**config.mk**
```make
export PLATFORM = sky130hd
export DESIGN_NAME = keypad_scanner
export DESIGN_NICKNAME = d
export VERILOG_FILES = /design/src/rtl/keypad_pkg.sv /design/src/rtl/row_sync.sv /design/src/rtl/keypad_scanner.sv
export SDC_FILE = /design/constraint.sdc
export NUM_CORES = 1
export LEC_CHECK = 0
export CORE_MARGIN = 5
export CORE_UTILIZATION = 58
export DETAILED_ROUTE_END_ITERATION = 10
export GPL_TIMING_DRIVEN = 0
export PLACE_DENSITY = 0.82
export SKIP_CTS_REPAIR_TIMING = 1
export SYNTH_ARGS = -nofsm -noshare
export SYNTH_HDL_FRONTEND = slang
export SYNTH_SLANG_ARGS = --single-unit
export TNS_END_PERCENT = 10
```
**constraint.sdc**
```tcl
create_clock -name clock -period 5.1 [get_ports clock]
set_input_delay 0.51 -clock clock [delete_from_list [all_inputs] [get_ports clock]]
set_output_delay 0.51 -clock clock [all_outputs]
set_load 0.05 [all_outputs]
```
**src/rtl/keypad_pkg.sv**
```systemverilog
`default_nettype none
// +----------------------------------------------------------------------+
// | keypad_pkg                                                           |
// | Key codes, matrix key map and digit decode for the keypad scanner.   |
// | Revision: 1.0                                                        |
// +----------------------------------------------------------------------+
package keypad_pkg;

  typedef enum logic [3:0] {
    KC_0     = 4'd0,
    KC_1     = 4'd1,
    KC_2     = 4'd2,
    KC_3     = 4'd3,
    KC_4     = 4'd4,
    KC_5     = 4'd5,
    KC_6     = 4'd6,
    KC_7     = 4'd7,
    KC_8     = 4'd8,
    KC_9     = 4'd9,
    KC_START = 4'd10,
    KC_STOP  = 4'd11,
    KC_CLEAR = 4'd12,
    KC_MULTI = 4'd13,
    KC_NONE  = 4'd15
  } key_code_e;

  // '*', '#' and 'D' fall through to NONE so they never reach the accumulator.
  function automatic key_code_e key_map(input logic [1:0] row, input logic [1:0] col);
    case ({row, col})
      4'd0:    key_map = KC_1;
      4'd1:    key_map = KC_2;
      4'd2:    key_map = KC_3;
      4'd3:    key_map = KC_START;
      4'd4:    key_map = KC_4;
      4'd5:    key_map = KC_5;
      4'd6:    key_map = KC_6;
      4'd7:    key_map = KC_STOP;
      4'd8:    key_map = KC_7;
      4'd9:    key_map = KC_8;
      4'd10:   key_map = KC_9;
      4'd11:   key_map = KC_CLEAR;
      4'd13:   key_map = KC_0;
      default: key_map = KC_NONE;
    endcase
  endfunction

  function automatic logic [9:0] digit_onehot(input key_code_e code);
    logic [3:0] v;
    v = code;
    digit_onehot = '0;
    if (v < 4'd10) digit_onehot = 10'd1 << v;
  endfunction

endpackage
`default_nettype wire

```
**src/rtl/row_sync.sv**
```systemverilog
`default_nettype none
// +----------------------------------------------------------------------+
// | row_sync                                                             |
// | Two-flop synchronizer for the asynchronous active-low keypad rows.   |
// | Revision: 1.0                                                        |
// +----------------------------------------------------------------------+
module row_sync (
  input  logic       clock,
  input  logic       reset,
  input  logic [3:0] d_n,
  output logic [3:0] q_n
);

  logic [3:0] meta_q, meta_d;
  logic [3:0] sync_q, sync_d;

  always_comb begin
    meta_d = d_n;
    sync_d = meta_q;
  end

  always_ff @(posedge clock or posedge reset) begin
    if (reset) begin
      meta_q <= 4'hF;
      sync_q <= 4'hF;
    end else begin
      meta_q <= meta_d;
      sync_q <= sync_d;
    end
  end

  assign q_n = sync_q;

endmodule
`default_nettype wire

```
**src/rtl/keypad_scanner.sv**
```systemverilog
`default_nettype none
// +----------------------------------------------------------------------+
// | keypad_scanner                                                       |
// | 4x4 matrix scan, whole-scan debounce and controller key outputs.     |
// | Revision: 1.0                                                        |
// +----------------------------------------------------------------------+
module keypad_scanner
  import keypad_pkg::*;
#(
  parameter int COL_HOLD       = 4,
  parameter int DEBOUNCE_SCANS = 2
) (
  input  logic       clock,
  input  logic       reset,
  input  logic [3:0] row_n,
  output logic [3:0] col_n,
  output logic [9:0] keys,
  output logic       startn,
  output logic       stopn,
  output logic       clearn,
  output logic       key_strobe
);

  localparam int HW = (COL_HOLD > 1) ? $clog2(COL_HOLD) : 1;
  localparam int DW = (DEBOUNCE_SCANS > 0) ? $clog2(DEBOUNCE_SCANS + 1) : 1;
  localparam logic [HW-1:0] HOLD_LAST = HW'(COL_HOLD - 1);
  localparam logic [DW-1:0] CNT_MAX   = DW'(DEBOUNCE_SCANS);

  logic [3:0] rows_s;

  row_sync u_row_sync (
    .clock (clock),
    .reset (reset),
    .d_n   (row_n),
    .q_n   (rows_s)
  );

  logic [HW-1:0] hold_q, hold_d;
  logic [1:0]    col_idx_q, col_idx_d;
  logic [3:0]    col_n_q, col_n_d;
  key_code_e     acc_q, acc_d;
  key_code_e     prev_q, prev_d;
  key_code_e     stable_q, stable_d;
  logic [DW-1:0] cnt_q, cnt_d;
  logic          eos_q, eos_d;
  logic          strobe_q, strobe_d;
  logic [9:0]    keys_q, keys_d;
  logic          startn_q, startn_d;
  logic          stopn_q, stopn_d;
  logic          clearn_q, clearn_d;

  key_code_e col_code, merged, result;
  logic      sample, eos;

  always_comb begin
    col_code = KC_NONE;
    for (int r = 0; r < 4; r++) begin
      if (!rows_s[r]) col_code = key_map(2'(r), col_idx_q);
    end
    if ($countones(~rows_s) > 1) col_code = KC_MULTI;

    // A second distinct key anywhere in the scan poisons the whole scan.
    merged = acc_q;
    if (col_code == KC_MULTI) merged = KC_MULTI;
    else if (col_code != KC_NONE) merged = (acc_q == KC_NONE) ? col_code : KC_MULTI;

    sample = (hold_q == HOLD_LAST);
    eos    = sample && (col_idx_q == 2'd3);
    result = (merged == KC_MULTI) ? KC_NONE : merged;

    hold_d    = sample ? '0 : hold_q + 1'b1;
    col_idx_d = sample ? col_idx_q + 2'd1 : col_idx_q;
    col_n_d   = sample ? {col_n_q[2:0], col_n_q[3]} : col_n_q;
    acc_d     = sample ? (eos ? KC_NONE : merged) : acc_q;
    prev_d    = eos ? result : prev_q;
    eos_d     = eos;

    cnt_d = cnt_q;
    if (eos) begin
      if (result == prev_q) cnt_d = (cnt_q == CNT_MAX) ? CNT_MAX : cnt_q + DW'(1);
      else                  cnt_d = DW'(1);
    end

    stable_d = stable_q;
    strobe_d = 1'b0;
    if (eos_q && (cnt_q == CNT_MAX) && (prev_q != stable_q)) begin
      stable_d = prev_q;
      strobe_d = (prev_q != KC_NONE);
    end

    keys_d   = digit_onehot(stable_q);
    startn_d = (stable_q != KC_START);
    stopn_d  = (stable_q != KC_STOP);
    clearn_d = (stable_q != KC_CLEAR);
  end

  always_ff @(posedge clock or posedge reset) begin
    if (reset) begin
      hold_q    <= '0;
      col_idx_q <= 2'd0;
      col_n_q   <= 4'b1110;
      acc_q     <= KC_NONE;
      prev_q    <= KC_NONE;
      stable_q  <= KC_NONE;
      cnt_q     <= '0;
      eos_q     <= 1'b0;
      strobe_q  <= 1'b0;
      keys_q    <= '0;
      startn_q  <= 1'b1;
      stopn_q   <= 1'b1;
      clearn_q  <= 1'b1;
    end else begin
      hold_q    <= hold_d;
      col_idx_q <= col_idx_d;
      col_n_q   <= col_n_d;
      acc_q     <= acc_d;
      prev_q    <= prev_d;
      stable_q  <= stable_d;
      cnt_q     <= cnt_d;
      eos_q     <= eos_d;
      strobe_q  <= strobe_d;
      keys_q    <= keys_d;
      startn_q  <= startn_d;
      stopn_q   <= stopn_d;
      clearn_q  <= clearn_d;
    end
  end

  assign col_n      = col_n_q;
  assign keys       = keys_q;
  assign startn     = startn_q;
  assign stopn      = stopn_q;
  assign clearn     = clearn_q;
  assign key_strobe = strobe_q;

endmodule
`default_nettype wire

```
==> notes.md <==
Flow results follow.

The run finished with clean final reports. In the routed layout, each cell is associated on average with a via count of 5.65. The class of the tightest hold or removal check is register to register. The worst register-to-register path ends at cnt_q[0]. The area after detailed placement is 2410 um2.

Per the power-grid run, VDD falls by no more than 0.000238 V. The via count of the first global-routing pass is 1474. The count of plain and timing-repair buffers is 30. Ranked by instance count, the synthesized netlist is headed by 26 x sky130_fd_sc_hd__dfstp_2, 19 x sky130_fd_sc_hd__dfrtp_1, 12 x sky130_fd_sc_hd__nor2_1, 10 x sky130_fd_sc_hd__inv_1, 10 x sky130_fd_sc_hd__nand2_1. The cell area after layout is 2530 um2. The count of distinct cell types in the synthesized netlist is 52. Per the detail_route report, routed wire per instance is 15.0 um.

The critical path goes through fa_1 > o21ai_1 > o21bai_2 > o32ai_2 > nor4_1 > o21bai_1 > a221oi_1 > a41oi_1. The required time at the endpoint of the critical path is 5.27 ns. Buffers outside the clock tree occupy 10.6% of the routed design's cell area. The share of synthesized registers carrying an async set or reset is 100%. The count of nets after finishing is 224. The largest contributor to cell area by class is registers. The cell type with the largest total area is sky130_fd_sc_hd__dfstp_2. The beginning of the critical path is u_row_sync.q_n[3]. The sequential share of the synthesized area is 54.6%. The setup-violating endpoint count in the final report is 0. The worst setup path is captured at a register.

Registers represent a cell area share of 45.8%. The number of synthesized register bits is 45. The number of core rows is 22. The tally of max-capacitance violations is 0. In the log, the iteration count for the first detailed-route pass is 5. The core outline area is 3610 um2. In the final layout, clock buffers and inverters account for 4.60% of the cell area. The analysis attributes to net switching a power of 0.175 mW.

Power spread over the standard cell area amounts to 295 nW/um2. The total I/O pin count is 24. The number of flip-flops under the largest register name is 10. According to the Yosys statistics, the synthesized design has a chip area of 2120 um2.

The clock sink count is 45. Setup slack on the critical path of the routed design comes to 2.09 ns. The CTS clock-pin slew for the worst setup and hold paths is 0.08 ns. The post-route core utilization is 70.2%. For this run, the top clock speed supported by timing is 0.333 GHz.

The most common logic cells in the final layout are 26 x sky130_fd_sc_hd__dfstp_2, 23 x sky130_fd_sc_hd__clkdlybuf4s50_1, 19 x sky130_fd_sc_hd__dfrtp_1. The tightest hold margin is 0.358 ns. The number of buffers inserted by port buffering is 23. The total count of hold-check failures in the final report is 0.

The number of cells reported by Yosys stat comes to 178.
-- critical path, delay by kind of cell (launching register included) --
| family | cells | cell delay, ns |
|---|---|---|
| AOI/OAI and AO/OA | 6 | 1.32 |
| DFF | 1 | 0.61 |
| and+or+nand+nor | 1 | 0.51 |
| adders and majority gates | 1 | 0.44 |
-- worst min-delay path by stage --
stage                             end  depth (start not counted)                 start
floorplan           u_row_sync.q_n[0]                          0  u_row_sync.meta_q[0]
global placement    u_row_sync.q_n[0]                          0  u_row_sync.meta_q[0]
detailed placement  u_row_sync.q_n[3]                          0  u_row_sync.meta_q[3]
CTS                 u_row_sync.q_n[2]                          0  u_row_sync.meta_q[2]
global route        u_row_sync.q_n[3]                          0  u_row_sync.meta_q[3]
finish              u_row_sync.q_n[2]                          0  u_row_sync.meta_q[2]
-- power groups by stage --
stage	Sequential, mW	Clock (mW)	Combinational, mW
floorplan	0.399	0	0.0574
global placement	0.387	0	0.0891
detailed placement	0.388	0	0.0929
CTS	0.382	0.282	0.0931
global route	0.383	0.298	0.103
finish	0.382	0.271	0.0930
-- logic make-up (layout without fill, tap and decap cells) --
logic type               after synthesis  in the layout  synth area share (%)
adder cells (fa/ha/maj)               10             10                  6.25
buffers and inverters                 17             48                  3.54
AND/OR/NAND/NOR                       52             52                  13.2
XOR/XNOR                               7              7                  2.89
multiplexers                           8              8                  4.24
AND-OR/OR-AND                         39             39                  15.3
flip-flops                            45             45                  54.6
-- metal layers --
| layer | up-vias | global-route usage (%) | share of wire [%] |
|---|---|---|---|
| met5 | - | 0 | 0 |
| met4 | 0 | 5.96 | 1.4 |
| met3 | 6 | 5.90 | 4.9 |
| met2 | 33 | 31.2 | 53 |
| met1 | 723 | 19.9 | 41 |
| li1 | 690 | - | - |
m1.png
Bar = 20 um. Supply wires on this layer in grey.
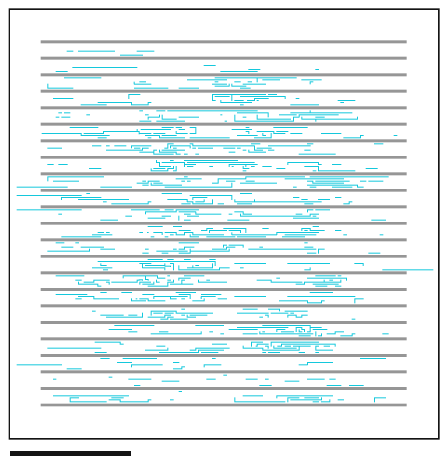
wire length on this layer: 1580 um
share of all routed wire: 41%
main direction: horizontal
nets with wire on the layer: 198

m2.png
Cells faint in the background.
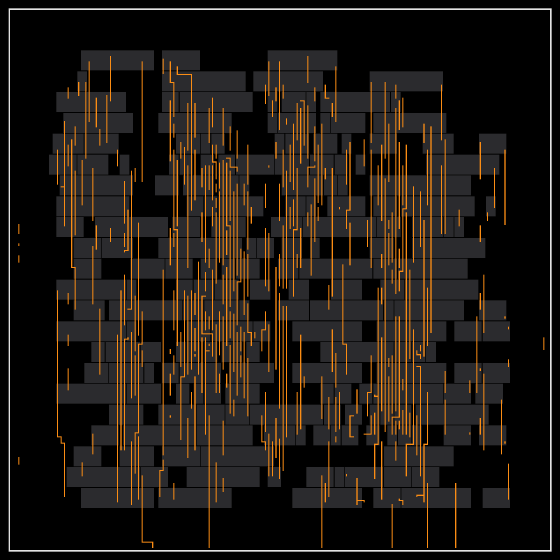
share of all routed wire: 53%
main direction: vertical
wire length on this layer: 2030 um
longest straight run: 33.0 um
total vias in the final route: 1452
routed wire length: 3850 um

m3.png
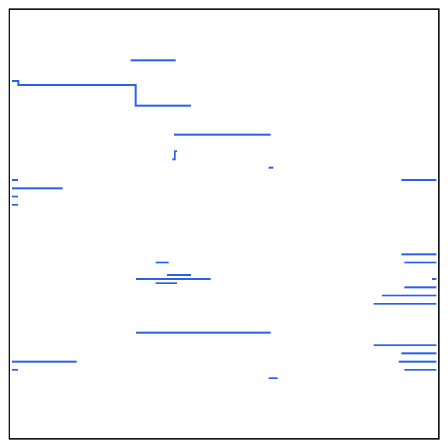
share of all routed wire: 4.9%
main direction: horizontal
nets with wire on the layer: 24
wire length on this layer: 190 um
longest straight run: 21.8 um
M3 GR Usage: 5.90%

Power figures rest on the tool's default switching activity, not on a simulated workload.
